File: src/rtl/spi_keys_host.sv
// SPI mode-0 master that polls a keyboard scanner one 8-key group per transaction
// and commits the assembled key bitmap atomically once every group has been read.
module spi_keys_host #(
    parameter int NUM_KEYS    = 61,
    parameter int CLK_DIV     = 4,
    parameter int CS_GAP      = 2,
    parameter int SCAN_PERIOD = 12000
) (
    input  logic                clk_g_i,
    input  logic                rst_g_i,
    input  logic                en_i,
    input  logic                scan_req_i,
    output logic                spi_clk_o,
    output logic                spi_mosi_o,
    input  logic                spi_miso_i,
    output logic                spi_cs_o,
    output logic [NUM_KEYS-1:0] keys_o,
    output logic                keys_valid_o,
    output logic                scan_done_o,
    output logic                keys_changed_o,
    output logic                busy_o
);
    localparam int GROUPS  = (NUM_KEYS + 7) / 8;
    localparam int GRP_W   = (GROUPS > 1) ? $clog2(GROUPS) : 1;
    localparam int CNT_MAX = (CLK_DIV > CS_GAP) ? CLK_DIV : CS_GAP;
    localparam int CNT_W   = (CNT_MAX > 1) ? $clog2(CNT_MAX) : 1;
    localparam int TMR_W   = $clog2(SCAN_PERIOD);

    localparam logic [CNT_W-1:0] DIV_LAST = CNT_W'(CLK_DIV - 1);
    localparam logic [CNT_W-1:0] GAP_LAST = CNT_W'(CS_GAP - 1);
    localparam logic [TMR_W-1:0] TMR_LAST = TMR_W'(SCAN_PERIOD - 1);
    localparam logic [GRP_W-1:0] GRP_LAST = GRP_W'(GROUPS - 1);

    typedef enum logic [2:0] {
        S_IDLE,
        S_CS_SETUP,
        S_SHIFT,
        S_CS_HOLD,
        S_GAP,
        S_COMMIT
    } state_t;

    state_t              r_state;
    state_t              w_state_next;
    logic [CNT_W-1:0]    r_cnt;
    logic [4:0]          r_bit;
    logic [GRP_W-1:0]    r_group;
    logic [GRP_W-1:0]    w_group_next;
    logic [TMR_W-1:0]    r_timer;
    logic                r_pending;
    logic                r_sck;
    logic                r_cs;
    logic [15:0]         r_tx;
    logic [7:0]          r_rx;
    logic [NUM_KEYS-1:0] r_shadow;
    logic [NUM_KEYS-1:0] r_keys;
    logic                r_valid;
    logic                r_done;
    logic                r_changed;

    logic w_cnt_last;
    logic w_start;
    logic w_load;
    logic w_rise;
    logic w_fall;
    logic w_store;
    logic w_commit;

    // NOTE: every combinational output gets a default first, so no path infers a latch.
    always_comb begin
        w_state_next = r_state;
        w_group_next = r_group;
        w_start      = 1'b0;
        w_load       = 1'b0;
        w_rise       = 1'b0;
        w_fall       = 1'b0;
        w_store      = 1'b0;
        w_commit     = 1'b0;
        w_cnt_last   = (r_state == S_GAP) ? (r_cnt == GAP_LAST) : (r_cnt == DIV_LAST);
        case (r_state)
            S_IDLE: begin
                if (scan_req_i || r_pending || (en_i && r_timer == TMR_LAST)) begin
                    w_state_next = S_CS_SETUP;
                    w_group_next = '0;
                    w_start      = 1'b1;
                    w_load       = 1'b1;
                end
            end
            S_CS_SETUP: begin
                if (w_cnt_last) begin
                    w_state_next = S_SHIFT;
                    w_rise       = 1'b1;
                end
            end
            S_SHIFT: begin
                // r_bit counts completed falling edges; 16 of them closes the frame.
                if (w_cnt_last) begin
                    if (r_sck)               w_fall       = 1'b1;
                    else if (r_bit == 5'd16) w_state_next = S_CS_HOLD;
                    else                     w_rise       = 1'b1;
                end
            end
            S_CS_HOLD: begin
                if (w_cnt_last) begin
                    w_state_next = S_GAP;
                    w_store      = 1'b1;
                end
            end
            S_GAP: begin
                if (w_cnt_last) begin
                    if (r_group == GRP_LAST) begin
                        w_state_next = S_COMMIT;
                    end else begin
                        w_state_next = S_CS_SETUP;
                        w_group_next = r_group + 1'b1;
                        w_load       = 1'b1;
                    end
                end
            end
            S_COMMIT: begin
                w_state_next = S_IDLE;
                w_commit     = 1'b1;
            end
            default: w_state_next = S_IDLE;
        endcase
    end

    // NOTE: sequential state uses non-blocking assignments only, so every register
    // samples the pre-edge values regardless of process ordering.
    always_ff @(posedge clk_g_i) begin
        if (rst_g_i) r_state <= S_IDLE;
        else         r_state <= w_state_next;
    end

    always_ff @(posedge clk_g_i) begin
        if (rst_g_i) begin
            r_cnt     <= '0;
            r_bit     <= '0;
            r_group   <= '0;
            r_timer   <= '0;
            r_pending <= 1'b0;
            r_sck     <= 1'b0;
            r_cs      <= 1'b1;
            r_tx      <= '0;
            r_rx      <= '0;
            // NOTE: the shadow is cleared so an aborted scan can never leak into keys_o.
            r_shadow  <= '0;
            r_keys    <= '0;
            r_valid   <= 1'b0;
            r_done    <= 1'b0;
            r_changed <= 1'b0;
        end else begin
            r_done    <= 1'b0;
            r_changed <= 1'b0;
            r_cnt     <= (r_state == S_IDLE || r_state == S_COMMIT || w_cnt_last) ? '0 : r_cnt + 1'b1;
            r_cs      <= !(w_state_next inside {S_CS_SETUP, S_SHIFT, S_CS_HOLD});
            r_group   <= w_group_next;

            if (w_start) begin
                r_timer   <= '0;
                r_pending <= 1'b0;
            end else begin
                if (r_state == S_IDLE && en_i)       r_timer   <= r_timer + 1'b1;
                if (r_state != S_IDLE && scan_req_i) r_pending <= 1'b1;
            end

            if (w_load) begin
                r_tx  <= {8'(w_group_next), 8'h00};
                r_bit <= '0;
            end
            if (w_rise) begin
                r_sck <= 1'b1;
                r_rx  <= {r_rx[6:0], spi_miso_i};
            end
            if (w_fall) begin
                r_sck <= 1'b0;
                r_tx  <= {r_tx[14:0], 1'b0};
                r_bit <= r_bit + 1'b1;
            end

            // Keys past NUM_KEYS in the last group have no slot and are dropped.
            if (w_store) begin
                for (int k = 0; k < NUM_KEYS; k++) begin
                    if (k / 8 == int'(r_group)) r_shadow[k] <= r_rx[k % 8];
                end
            end

            if (w_commit) begin
                r_keys    <= r_shadow;
                r_valid   <= 1'b1;
                r_done    <= 1'b1;
                r_changed <= (r_shadow != r_keys);
            end
        end
    end

    assign spi_clk_o      = r_sck;
    assign spi_mosi_o     = r_tx[15];
    assign spi_cs_o       = r_cs;
    assign keys_o         = r_keys;
    assign keys_valid_o   = r_valid;
    assign scan_done_o    = r_done;
    assign keys_changed_o = r_changed;
    assign busy_o         = (r_state != S_IDLE);

endmodule

File: config.mk
export PLATFORM = sky130hd
export DESIGN_NAME = spi_keys_host
export DESIGN_NICKNAME = d
export VERILOG_FILES = /design/src/rtl/spi_keys_host.sv
export SDC_FILE = /design/constraint.sdc
export NUM_CORES = 1
export LEC_CHECK = 0
export ABC_AREA = 1
export CORE_ASPECT_RATIO = 0.8
export CORE_MARGIN = 2
export CORE_UTILIZATION = 51
export CTS_CLUSTER_SIZE = 25
export DETAILED_ROUTE_END_ITERATION = 16
export PLACE_DENSITY = 0.75
export SYNTH_ARGS = -nofsm -noshare
export SYNTH_HDL_FRONTEND = slang
export SYNTH_SLANG_ARGS = --single-unit
export TNS_END_PERCENT = 30
File: constraint.sdc
create_clock -name clk_g_i -period 1.5 [get_ports clk_g_i]
set_input_delay 0.3 -clock clk_g_i [delete_from_list [all_inputs] [get_ports clk_g_i]]
set_output_delay 0.3 -clock clk_g_i [all_outputs]
set_load 0.02 [all_outputs]
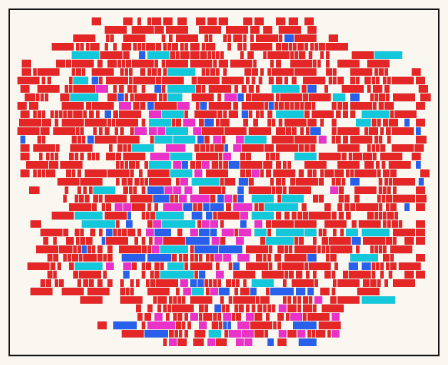
sizes.png
| colour | size | cells |
|---|---|---|
| red | _0 and _1 cells | 911 |
| cyan | _6 and larger | 49 |
| blue | _2 cells | 74 |
| magenta | _3 and _4 cells | 75 |

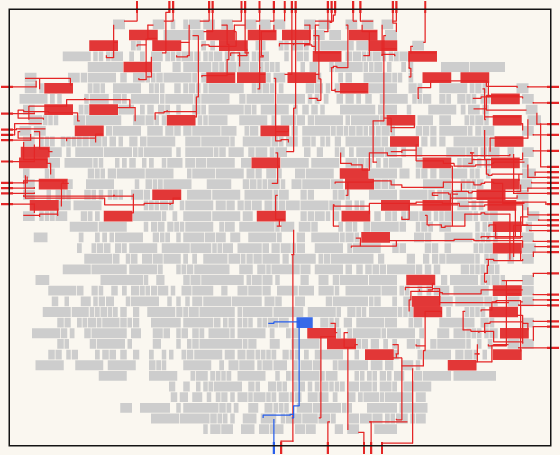
io_fan.png
| colour | port | bits | direction | edge | end cells | buffers | wire |
|---|---|---|---|---|---|---|---|
| blue | `busy_o` | 1 | output | bottom | 1 | 1 | 50.1 um |
| red | `keys_o` | 61 | output | 26 right, 20 top, 10 left, 5 bottom | 61 | 61 | 2110 um |

==> impl_metrics.toml <==
# synthesis and place-and-route metrics
[outcome]
status = "finished with violations"
violations = "setup timing"

[global_route]
antenna_found_initial = 0
use_met1_pct = 34.0
grt_pass1_vias = 6082
grtUsageTotal_pct = 23.8
grt_overflow_total = 0
grt_max_degree = 32
grt_use_met3_pct = 5.08
grt_pass1_wl_um = 28900

[critical_path]
worstSetupEndpointType = "flip-flop"
crit_fanout = 8
start_kind = "flip-flop"
worstSetupPathType = "flip-flop to flip-flop"
cp.required_ns = 1.81
critPathArrivalTime_ns = 1.97

[synth]
ys_cells = 969
largest_area_cell = "dfxtp_1"
top_cell = "nand2_1"
synthesis.nets = 981
mux_share_pct = 0
synthCells = 969
yosys-top-cells-count = "211 x nand2_1, 171 x dfxtp_1, 118 x inv_1"
xor_share_pct = 4.55
numSynthFlops = 171
synthTopLogicFamily = "simple AND/OR/NAND/NOR gates"
aoi_share_pct = 13.2
area_leaders = "dfxtp_1 47%, nand2_1 11%, inv_1 6.1%, nor2_1 6.0%, o21ai_0 5.9%"
simple_gate_share_pct = 25.4
yosysTopAreaCellShare_pct = 46.8
edf_count = 0
adder_share_pct = 1.20
synth_cell_types = 35
yosysSeqAreaShare_pct = 46.8
yosysWarnings = 0
ys_async_sr_fraction_pct = 0
flop_cell = "dfxtp_1"

[routing]
wl_met3_um = 1090
topRoutingLayerUsed = "met4"
met1Wirelength_um = 8790
route.met2.wl_um = 8240
num_vias = 6713
drt-total-wl_um = 18500
ant_nets = 0
via_per_inst = 5.19
detailedRoute.firstPassIterationCount = 6
drtIter0Drc = 436
drc = 0

[placed_design]
numPortBuffers = 72
gp_congestion = 0.851
dp_hpwl_um = 11800
place_ws_ns = -0.244

[final_layout]
antenna_cells = 0
clockNetworkAreaShare_pct = 6.75
regArea_um2 = 3430
sh_seq_area_pct = 35.9
layout.nonclk_buf_share_pct = 13.5
drive_gt1_share_pct = 17.9
clockBufferCount = 25
n_all_buffers = 142
comb_cells = 642
area_growth_pct = 30.8
ff_count = 171
fin_nets = 1108
inverters_excl_clock = 122
dominant_cells = "combinational gates"
sh_comb_area_pct = 36.6
comb_area_um2 = 3500
n_fill_cell = 1121

[floorplan]
dieArea_um2 = 15300
core_util_floorplan_pct = 51.7
fp.coreArea_um2 = 14200
fp.dieW_um = 138
tap_cells = 184
die_y_um = 111
num_rows = 39

[power_and_ir_drop]
power_mw = 9.81
leakage_nw = 4.26
p_per_area_nw_per_um2 = 1030
p_sw_share_pct = 20.3
intPower_mw = 7.82
p_sw_mw = 2.00
p_comb_share_pct = 3.9
vdd_drop_max_uv = 749
clkPwrFrac_pct = 49.5

[sta]
period_needed_ns = 1.66
finalSetupViolCount = 54
fin_crit_sh_pct = 110
rsz0062_at_grt = "true"
slew_headroom_pct = 54.7
tns_ns = -4.35
clock_skew_ns = 0.00895
setup_ws_ns = -0.156
hold_ws_ns = 0.447
slew_violations = 0
hold_viol_final = 0
tightest_slew_ns = 0.679

[cts]
clk_path_buf_depth = 2
clk_pin_slew_ns = 0.06
cts-root-buf = "clkbuf_16"
ctsHoldBuffers = 0
cts.sinks = 171

[flow_run]
tool_warnings = 33
drv_cap = 0

[min_path]
hp-class = "flip-flop to flip-flop"
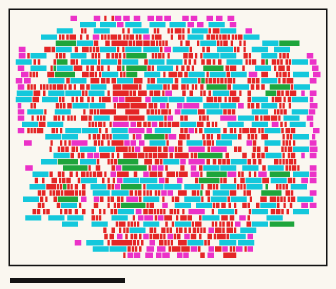
placement_by_type.png
Bar = 50 um.
| colour | class | cells |
|---|---|---|
| red | combinational and other logic | 764 |
| magenta | remaining buffers and delay cells | 142 |
| green | clock drivers and dummy loads | 32 |
| cyan | sequential cells | 171 |

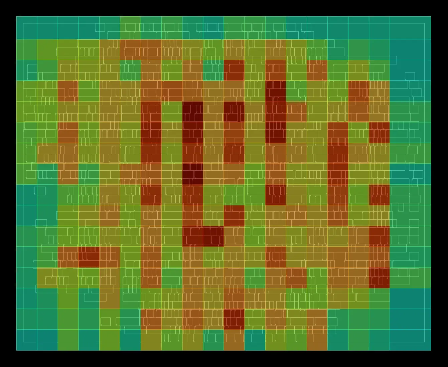
congestion.png
DR WL/cell: 14.3 um
met2 usage: 35.8%
GR peak layer: met2

==> critical path, stage by stage (launching register included) <==
cell and delay [ns]:
dfxtp_2 0.33, nor2_4 0.13, nand2_2 0.07, nand2_2 0.07, nand3_4 0.11, nor2_8 0.20
buf_12 0.14, nand2_8 0.10, clkinv_8 0.11, nand2_8 0.09, nor2_2 0.11, nor2_1 0.07
==> cells by family after synthesis <==
family / count (synthesis)
AND-OR/OR-AND: 184
AND/OR/NAND/NOR: 411
adder cells (fa/ha/maj): 7
buffers and inverters: 158
XOR/XNOR: 38
flip-flops: 171
==> placed cells by master (no fill, tap or decap), types with 3 or more instances in the layout <==
cell type / Yosys / layout
nand4_1: 14 / 14
nor2_2: 3 / 15
clkbuf_1: 13 / 5
nand2_8: 1 / 3
dlygate4sd2_1: 0 / 55
inv_2: 3 / 5
a21oi_2: 0 / 11
xnor2_1: 29 / 29
o21ai_1: 2 / 34
clkbuf_2: 0 / 6
dfxtp_2: 0 / 9
nor2_4: 3 / 11
nand2_1: 211 / 202
dfxtp_1: 171 / 162
bufinv_16: 0 / 5
nand3_2: 1 / 5
clkbuf_16: 0 / 17
ha_2: 0 / 3
nand2_4: 4 / 3
inv_1: 118 / 116
nand3_1: 38 / 35
ha_1: 7 / 3
clkbuf_8: 0 / 3
nor2_1: 117 / 97
nor2_8: 4 / 4
a21oi_1: 62 / 51
nand3_4: 4 / 5
buf_4: 1 / 55
nand2_2: 5 / 13
clkdlybuf4s15_1: 0 / 6
clkdlybuf4s50_1: 0 / 4
o21ai_0: 86 / 53
buf_6: 4 / 6
buf_12: 0 / 9
xor2_1: 9 / 8
o22ai_1: 31 / 31
==> path summary, 6_finish.rpt <==
check,from,endpoint,slack (ns),depth (start not counted)
min,keys_valid_o,keys_valid_o,0.45,2
max,r_state[0],r_shadow[3],-0.16,11
max reg2reg,r_state[0],r_shadow[3],-0.16,11
min reg2reg,keys_valid_o,keys_valid_o,0.45,2
==> stage by stage <==
stage,cells,util [%],instance area [um2]
floorplan,969,-,7320
global placement,1253,61.3,8670
detailed placement,1253,61.3,8670
CTS,1285,65.5,9270
global route,1293,67.6,9570
finish,1293,67.6,9570
==> flip-flops by register name, summed over array words and instances (netlist names) <==
| name | flops |
|---|---|
| spi_clk_o | 1 |
| r_group | 3 |
| keys_changed_o | 1 |
| r_tx | 8 |
| scan_done_o | 1 |
| keys_o | 61 |
| r_timer | 14 |
| r_rx | 8 |
| r_state | 3 |
| r_shadow | 61 |
| keys_valid_o | 1 |
| r_bit | 5 |
| r_cnt | 2 |
| spi_cs_o | 1 |
| r_pending | 1 |
==> timing repair <==
| item | 4_1_cts | 5_1_grt |
|---|---|---|
| setup endpoints to repair | 152 | 175 |
| setup buffers | 0 | 6 |
| cloned | 0 | 2 |
| hold endpoints to repair | 0 | 0 |
| resized | 89 | 115 |
| pin swaps | 4 | 11 |
==> power groups by stage <==
stage                     combinational (mW)  sequential (mW)  clock [mW]
after floorplan                        0.173             4.68           0
after global placement                 0.339             4.68           0
after detailed placement               0.344             4.68           0
after CTS                              0.348             4.58        4.87
after global routing                   0.415             4.58        5.10
final                                  0.382             4.58        4.85
No activity file was given, so power comes from the tool's default toggle rates.
